[src/rtl/cordic_fx_engine_if.sv]
// TinyQV peripheral bus bundle: byte-addressed sized writes, single-cycle side-effect-free reads.
interface cordic_fx_engine_if;
  logic [5:0]  address;
  logic [31:0] data_in;
  logic [1:0]  data_write_n;
  logic [1:0]  data_read_n;
  logic [31:0] data_out;
  logic        data_ready;

  modport master (output address, data_in, data_write_n, data_read_n,
                  input  data_out, data_ready);
  modport slave  (input  address, data_in, data_write_n, data_read_n,
                  output data_out, data_ready);
endinterface

[src/rtl/cordic_fx_engine.sv]
// Iterative CORDIC (rotate: sin/cos, vector: magnitude/atan2), one micro-rotation per clock.
// START to results is ITERATIONS+2 cycles; bus never stalls, START while busy only flags OVERRUN.
module cordic_fx_engine #(
  parameter int WIDTH      = 16,
  parameter int ITERATIONS = 16
) (
  input  logic              clk,
  input  logic              rst_n,
  input  logic [7:0]        ui_in,
  output logic [7:0]        uo_out,
  output logic              user_interrupt,
  cordic_fx_engine_if.slave bus
);
  localparam int WW = WIDTH + 2;
  localparam logic [WIDTH-1:0] QTR  = {2'b01, {(WIDTH-2){1'b0}}};
  localparam logic [WIDTH-1:0] HALF = {1'b1, {(WIDTH-1){1'b0}}};

  // atan(2^-i) as a fraction of the full circle scaled to 2^32
  localparam logic [31:0] ATAN32 [32] = '{
    32'h2000_0000, 32'h12E4_051E, 32'h09FB_385B, 32'h0511_11D4,
    32'h028B_0D43, 32'h0145_D7E1, 32'h00A2_F61E, 32'h0051_7C55,
    32'h0028_BE53, 32'h0014_5F2F, 32'h000A_2F98, 32'h0005_17CC,
    32'h0002_8BE6, 32'h0001_45F3, 32'h0000_A2FA, 32'h0000_517D,
    32'h0000_28BE, 32'h0000_145F, 32'h0000_0A30, 32'h0000_0518,
    32'h0000_028C, 32'h0000_0146, 32'h0000_00A3, 32'h0000_0051,
    32'h0000_0029, 32'h0000_0014, 32'h0000_000A, 32'h0000_0005,
    32'h0000_0003, 32'h0000_0001, 32'h0000_0001, 32'h0000_0000};

  typedef enum logic [1:0] {S_IDLE, S_LOAD, S_ITER} state_t;
  state_t state_q, state_d;

  logic signed [WIDTH-1:0] x_in_q, y_in_q, z_in_q, z_out_q;
  logic signed [WW-1:0]    x_out_q, y_out_q;
  logic                    mode_ctl_q, irq_en_q, done_q, overrun_q, mode_q;
  logic signed [WW-1:0]    x_q, y_q, x_pre, y_pre, x_it, y_it;
  logic [WIDTH-1:0]        z_q, z_pre, z_it, atan_i;
  logic [32:0]             atan_rnd;
  logic [4:0]              i_q;
  logic                    d_pos, last_it, busy, accept, finish;

  logic [31:0] wmask, wdat, rd, x_in_nxt, y_in_nxt, z_in_nxt;
  logic [7:0]  wr_hit;
  logic        start_req, abort_req, ovr_set, done_clr, ovr_clr, mode_sel;
  logic        unused_inputs;

  assign unused_inputs = ^{ui_in, bus.data_read_n};

  function automatic logic [31:0] merge(input logic [31:0] old, input logic [31:0] m,
                                        input logic [31:0] d);
    return (old & ~m) | (d & m);
  endfunction

  // Sized writes: lane data is replicated, the mask picks the lane(s) at address[1:0]
  always_comb begin
    wmask = '0;
    wdat  = bus.data_in;
    case (bus.data_write_n)
      2'b00: begin
        wmask = 32'h0000_00FF << {bus.address[1:0], 3'b000};
        wdat  = {4{bus.data_in[7:0]}};
      end
      2'b01: begin
        wmask = 32'h0000_FFFF << {bus.address[1], 4'b0000};
        wdat  = {2{bus.data_in[15:0]}};
      end
      2'b10:   wmask = '1;
      default: wmask = '0;
    endcase
    wr_hit = '0;
    if (wmask != '0 && !bus.address[5]) wr_hit[bus.address[4:2]] = 1'b1;
    x_in_nxt  = merge(32'(x_in_q), wmask, wdat);
    y_in_nxt  = merge(32'(y_in_q), wmask, wdat);
    z_in_nxt  = merge(32'(z_in_q), wmask, wdat);
    abort_req = wr_hit[3] & wmask[3] & wdat[3];
    start_req = wr_hit[3] & wmask[0] & wdat[0] & ~abort_req;
    mode_sel  = (wr_hit[3] & wmask[1]) ? wdat[1] : mode_ctl_q;
    done_clr  = wr_hit[7] & wmask[1] & wdat[1];
    ovr_clr   = wr_hit[7] & wmask[2] & wdat[2];
  end

  always_comb begin
    x_pre = x_q;
    y_pre = y_q;
    z_pre = z_q;
    if (mode_q) begin
      if (x_q[WW-1]) begin
        x_pre = -x_q;
        y_pre = -y_q;
        z_pre = z_q + HALF;
      end
    end else if (z_q[WIDTH-1:WIDTH-2] == 2'b01) begin
      x_pre = -y_q;
      y_pre = x_q;
      z_pre = z_q - QTR;
    end else if (z_q[WIDTH-1:WIDTH-2] == 2'b10) begin
      x_pre = y_q;
      y_pre = -x_q;
      z_pre = z_q + QTR;
    end
    atan_rnd = {1'b0, ATAN32[i_q]} + (33'd1 << (31 - WIDTH));
    atan_i   = atan_rnd[32-WIDTH +: WIDTH];
    // d=+1: rotate when z>=0, vector when y<0
    d_pos = mode_q ? y_q[WW-1] : ~z_q[WIDTH-1];
    if (d_pos) begin
      x_it = x_q - (y_q >>> i_q);
      y_it = y_q + (x_q >>> i_q);
      z_it = z_q - atan_i;
    end else begin
      x_it = x_q + (y_q >>> i_q);
      y_it = y_q - (x_q >>> i_q);
      z_it = z_q + atan_i;
    end
  end

  assign last_it = (i_q == 5'(ITERATIONS - 1));

  always_comb begin
    state_d = state_q;
    case (state_q)
      S_IDLE:  if (start_req) state_d = S_LOAD;
      S_LOAD:  state_d = S_ITER;
      S_ITER:  if (last_it) state_d = S_IDLE;
      default: state_d = S_IDLE;
    endcase
    if (abort_req) state_d = S_IDLE;
    busy    = (state_q != S_IDLE);
    accept  = (state_q == S_IDLE) && start_req;
    ovr_set = busy && start_req;
    finish  = (state_q == S_ITER) && last_it && !abort_req;
  end

  always_ff @(posedge clk or negedge rst_n) begin
    if (!rst_n) begin
      state_q    <= S_IDLE;
      x_in_q     <= '0;
      y_in_q     <= '0;
      z_in_q     <= '0;
      x_out_q    <= '0;
      y_out_q    <= '0;
      z_out_q    <= '0;
      mode_ctl_q <= 1'b0;
      irq_en_q   <= 1'b0;
      done_q     <= 1'b0;
      overrun_q  <= 1'b0;
      mode_q     <= 1'b0;
      x_q        <= '0;
      y_q        <= '0;
      z_q        <= '0;
      i_q        <= '0;
    end else begin
      state_q <= state_d;
      if (wr_hit[0]) x_in_q <= x_in_nxt[WIDTH-1:0];
      if (wr_hit[1]) y_in_q <= y_in_nxt[WIDTH-1:0];
      if (wr_hit[2]) z_in_q <= z_in_nxt[WIDTH-1:0];
      if (wr_hit[3] && wmask[1]) mode_ctl_q <= wdat[1];
      if (wr_hit[3] && wmask[2]) irq_en_q   <= wdat[2];
      if (accept) begin
        mode_q <= mode_sel;
        x_q    <= WW'(x_in_q);
        y_q    <= WW'(y_in_q);
        z_q    <= z_in_q;
      end
      if (state_q == S_LOAD) begin
        x_q <= x_pre;
        y_q <= y_pre;
        z_q <= z_pre;
        i_q <= '0;
      end
      if (state_q == S_ITER) begin
        x_q <= x_it;
        y_q <= y_it;
        z_q <= z_it;
        i_q <= i_q + 5'd1;
      end
      if (finish) begin
        x_out_q <= x_it;
        y_out_q <= y_it;
        z_out_q <= z_it;
      end
      // a set in the same cycle as a W1C takes priority
      done_q    <= finish  | (done_q & ~accept & ~done_clr);
      overrun_q <= ovr_set | (overrun_q & ~ovr_clr);
    end
  end

  always_comb begin
    rd = '0;
    case (bus.address[5:2])
      4'h0:    rd = 32'(x_in_q);
      4'h1:    rd = 32'(y_in_q);
      4'h2:    rd = 32'(z_in_q);
      4'h3:    rd = {29'd0, irq_en_q, mode_ctl_q, 1'b0};
      4'h4:    rd = 32'(x_out_q);
      4'h5:    rd = 32'(y_out_q);
      4'h6:    rd = 32'(z_out_q);
      4'h7:    rd = {29'd0, overrun_q, done_q, busy};
      default: rd = '0;
    endcase
  end

  assign bus.data_out    = rd;
  assign bus.data_ready  = 1'b1;
  assign uo_out          = {5'b0, done_q, busy, 1'b0};
  assign user_interrupt  = done_q & irq_en_q;
endmodule

[src/flat_wrapper.sv]
// flat-port wrapper written by rule: the top's interface ports become plain ports
module cordic_fx_engine_flat 
#(
  parameter int WIDTH      = 16,
  parameter int ITERATIONS = 16
)
  (clk, rst_n, ui_in, uo_out, user_interrupt, bus_address, bus_data_in, bus_data_write_n, bus_data_read_n, bus_data_out, bus_data_ready);
  cordic_fx_engine_if bus_i ();
  input  logic clk;
  input  logic rst_n;
  input  logic [7:0] ui_in;
  output logic [7:0] uo_out;
  output logic user_interrupt;
  input wire logic [$bits(bus_i.address)-1:0] bus_address;
  input wire logic [$bits(bus_i.data_in)-1:0] bus_data_in;
  input wire logic [$bits(bus_i.data_write_n)-1:0] bus_data_write_n;
  input wire logic [$bits(bus_i.data_read_n)-1:0] bus_data_read_n;
  output wire logic [$bits(bus_i.data_out)-1:0] bus_data_out;
  output wire logic [$bits(bus_i.data_ready)-1:0] bus_data_ready;
  assign bus_i.address = bus_address;
  assign bus_i.data_in = bus_data_in;
  assign bus_i.data_write_n = bus_data_write_n;
  assign bus_i.data_read_n = bus_data_read_n;
  assign bus_data_out = bus_i.data_out;
  assign bus_data_ready = bus_i.data_ready;
  cordic_fx_engine #(.WIDTH(WIDTH), .ITERATIONS(ITERATIONS)) u_core (.clk(clk), .rst_n(rst_n), .ui_in(ui_in), .uo_out(uo_out), .user_interrupt(user_interrupt), .bus(bus_i));
endmodule
[config.mk]
export PLATFORM = sky130hd
export DESIGN_NAME = cordic_fx_engine_flat
export DESIGN_NICKNAME = d
export VERILOG_FILES = /design/src/rtl/cordic_fx_engine_if.sv /design/src/rtl/cordic_fx_engine.sv /design/src/flat_wrapper.sv
export SDC_FILE = /design/constraint.sdc
export NUM_CORES = 1
export LEC_CHECK = 0
export CAP_MARGIN = 20
export CELL_PAD_IN_SITES_DETAIL_PLACEMENT = 1
export CELL_PAD_IN_SITES_GLOBAL_PLACEMENT = 1
export CORE_UTILIZATION = 42
export DETAILED_ROUTE_END_ITERATION = 7
export GPL_TIMING_DRIVEN = 0
export PLACE_DENSITY = 0.75
export SLEW_MARGIN = 20
export SYNTH_ARGS = -nofsm -noshare
export SYNTH_HDL_FRONTEND = slang
export SYNTH_SLANG_ARGS = --single-unit
[constraint.sdc]
create_clock -name clk -period 4.9 [get_ports clk]
set_input_delay 0.98 -clock clk [delete_from_list [all_inputs] [get_ports clk]]
set_output_delay 0.98 -clock clk [all_outputs]
set_load 0.01 [all_outputs]
### Cell placement

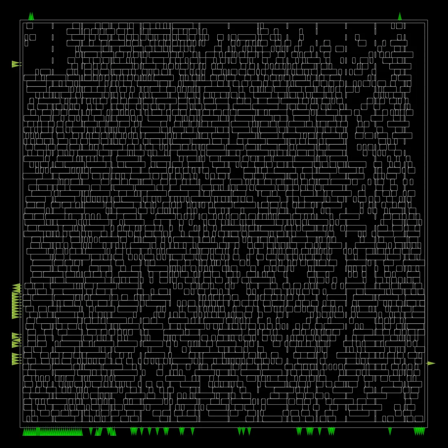
final non-filler cell total: 2469
Seq Cell Count: 164
core area: 35500 um2
final core utilization: 54.5%
sequential share of cell area: 21.2%

### Metal layers overlaid

Two of the layers only.
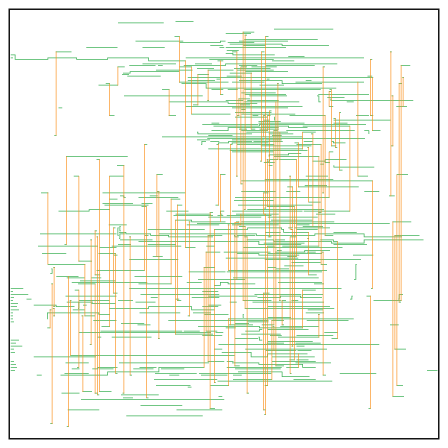
[metal 4] orange | wire length: 5020 um
[metal 3] green | wire length: 7170 um
via count: 16260
DRT Wirelength: 75.6 mm
gr usage total: 40.3%
Routed WL per cell: 30.6 um

==> out/results.txt <==
TNS Setup - -10.99 ns
Synth top area share - 27.1%
yosys adder share - 6.02%
ys async rst share - 100%
Synth Area in Compound Gates - 21.2%
chip height - 192 um
Starting Density - 42.6%
Synth area leader - dfrtp_1
fmax - 179 MHz
WP data arrival - 5.92 ns
layout cells sized above 1 - 25.8%
Mux cell area share - 14.0%
DR iter-0 viols - 1716
Final min period - 5.59 ns
kind of critical path - register to register
first-pass GRT wire length - 107 mm
failing checks - negative setup slack
slew margin rel. - 28.1%
worst skew pair latency - 0.46 ns
Top logic family - AND-OR/OR-AND gates
XOR Share, Synth - 8.96%
CTS root buf - clkbuf_16
boundary pin count - 94
GP Congestion - 0.992
Commonest cells post-synth - nand2_1 (197), dfrtp_1 (164), nor2_1 (158)
Synth Area in Simple Gates - 16.5%
Yosys warning count - 0
# Cells Yosys - 1801
Critical Path End Type - register
DP HPWL - 55.5 mm
Die Width - 192 um
Area growth syn-to-layout - 27.9%
crit start category - register
RSZ-0062 raised after global routing - yes
DRC Markers - 0
status - finished with violations
Die Area - 36800 um2
nets - 2118
Num Clock Sinks - 164
Hold-fix buffers, CTS - 0
final period utilization - 114%
worst-path fanout max - 5
WP data required - 5.23 ns
final setup vio count - 45
clk slew on worst S/H paths - 0.07 ns
DR vias/cell - 6.59
Max Root-Sink Buffers - 2
drt pass-1 iters - 6
Max Cap Viol - 0
Final Hold Fails - 0
Synth flops - 164
fillers - 4054
Final WS setup - -0.694 ns
slowest cell delay on critical path - 0.56 ns
placement row count - 69
GR Overflow Total - 0
Cell variety after synth - 89
synthesized area - 15100 um2
largest net degree at the start of global routing - 90
number of global-route vias before repair - 16061
CTS tree - built
clk_skew - 0.0135 ns
CP max stage cell - mux4_2
Max Transition Viols Final - 0
post-route ant nets - 0
post-synthesis cell count - 1801
H-Tree Level Count - 4
Main synth FF type - dfrtp_1
Hold Path Class - register to register
count of tool warnings - 61
synth top area cells - dfrtp_1 (27%), ha_1 (5.6%), mux4_2 (5.2%)
Port Buffers - 57
Post-synth EDFFs - 0
most frequent cell after synthesis - nand2_1
Yosys Chip Area - 15100 um2
Synth Seq Share - 27.1%
Mean Syn Cell Area - 8.40 um2
CP dominant cell by count - buf_12
[worst paths after layout]
path | slack, ns | start | cells after the start | end
max in group asynchronous | 3.48 | rst_n | 2 | u_core.y_out_q[12]
min reg2reg | 0.49 | u_core.overrun_q | 2 | u_core.overrun_q
max reg2reg | -0.69 | u_core.i_q[0] | 22 | u_core.y_q[13]
min in group asynchronous | 0.50 | rst_n | 1 | u_core.z_q[8]
min | 0.49 | u_core.overrun_q | 2 | u_core.overrun_q
max | -0.69 | u_core.i_q[0] | 22 | u_core.y_q[13]
[worst max-delay path: cells and delay by family, from the launching register on]
kind                       cells  cell delay, ns
AOI/OAI and AO/OA              9            1.68
DFF                            1            0.41
and+or+nand+nor                4            0.80
xor gates and xnor gates       1            0.48
muxes                          2            1.08
buffers and inverters          5            0.65
adders and majority gates      1            0.34
[through the flow]
stage	cell area, um2	hold WS [ns]	worst slack, ns	cells
after floorplan	15200	0.449	0.00188	1806
after global placement	16300	0.464	-4.78	2324
after detailed placement	16400	0.476	-1.57	2327
after CTS	18400	0.490	-0.331	2423
after global routing	19300	0.517	-0.754	2468
final	19300	0.486	-0.694	2469
[cell type report]
class	instances	area [um2]	share of cell area [%]
inverters	43	169	0.873
flip-flops and latches	164	4110	21.2
multi-input cells	1444	11400	59.2
diodes	1	2.50	0.0129
repair buffers	172	1590	8.23
plain buffers	153	851	4.40
clock inverters	13	174	0.899
clock buffers	18	429	2.22
well taps	461	577	2.98
[cell families (layout without fill, tap and decap cells)]
| kind of cell | Yosys count | in the layout |
|---|---|---|
| adders and majority gates | 71 | 71 |
| AOI/OAI and AO/OA | 507 | 507 |
| DFF | 164 | 164 |
| muxes | 159 | 159 |
| other | 2 | 8 |
| buffers and inverters | 198 | 399 |
| xor gates and xnor gates | 154 | 154 |
| and+or+nand+nor | 546 | 546 |
[cell usage in the layout, fill, tap and decap left out, drive strengths merged, types with 41 or more instances in the layout]
master,n
nand3,41
o21ai,158
xnor2,83
nor2,158
ha,68
a22oi,47
nand2,197
clkbuf,121
xor2,71
mux2,71
mux2i,53
dfrtp,164
inv,45
a21oi,129
buf,164
clkdlybuf4s50,56
[metal layers]
layer,wire [um],track usage (%),part of all wire (%),vias to the layer above
met5,0,0,0,-
met4,5020,21.8,6.6,0
met3,7170,9.15,9.5,252
met2,33900,62.9,45,942
met1,29500,51.5,39,8201
li1,-,-,-,6865
[what timing repair did]
action / 4_1_cts / 5_1_grt
setup buffers: 64 / 47
gates cloned: 2 / 0
setup endpoints to repair: 112 / 74
pin swaps: 62 / 85
gates resized: 193 / 127
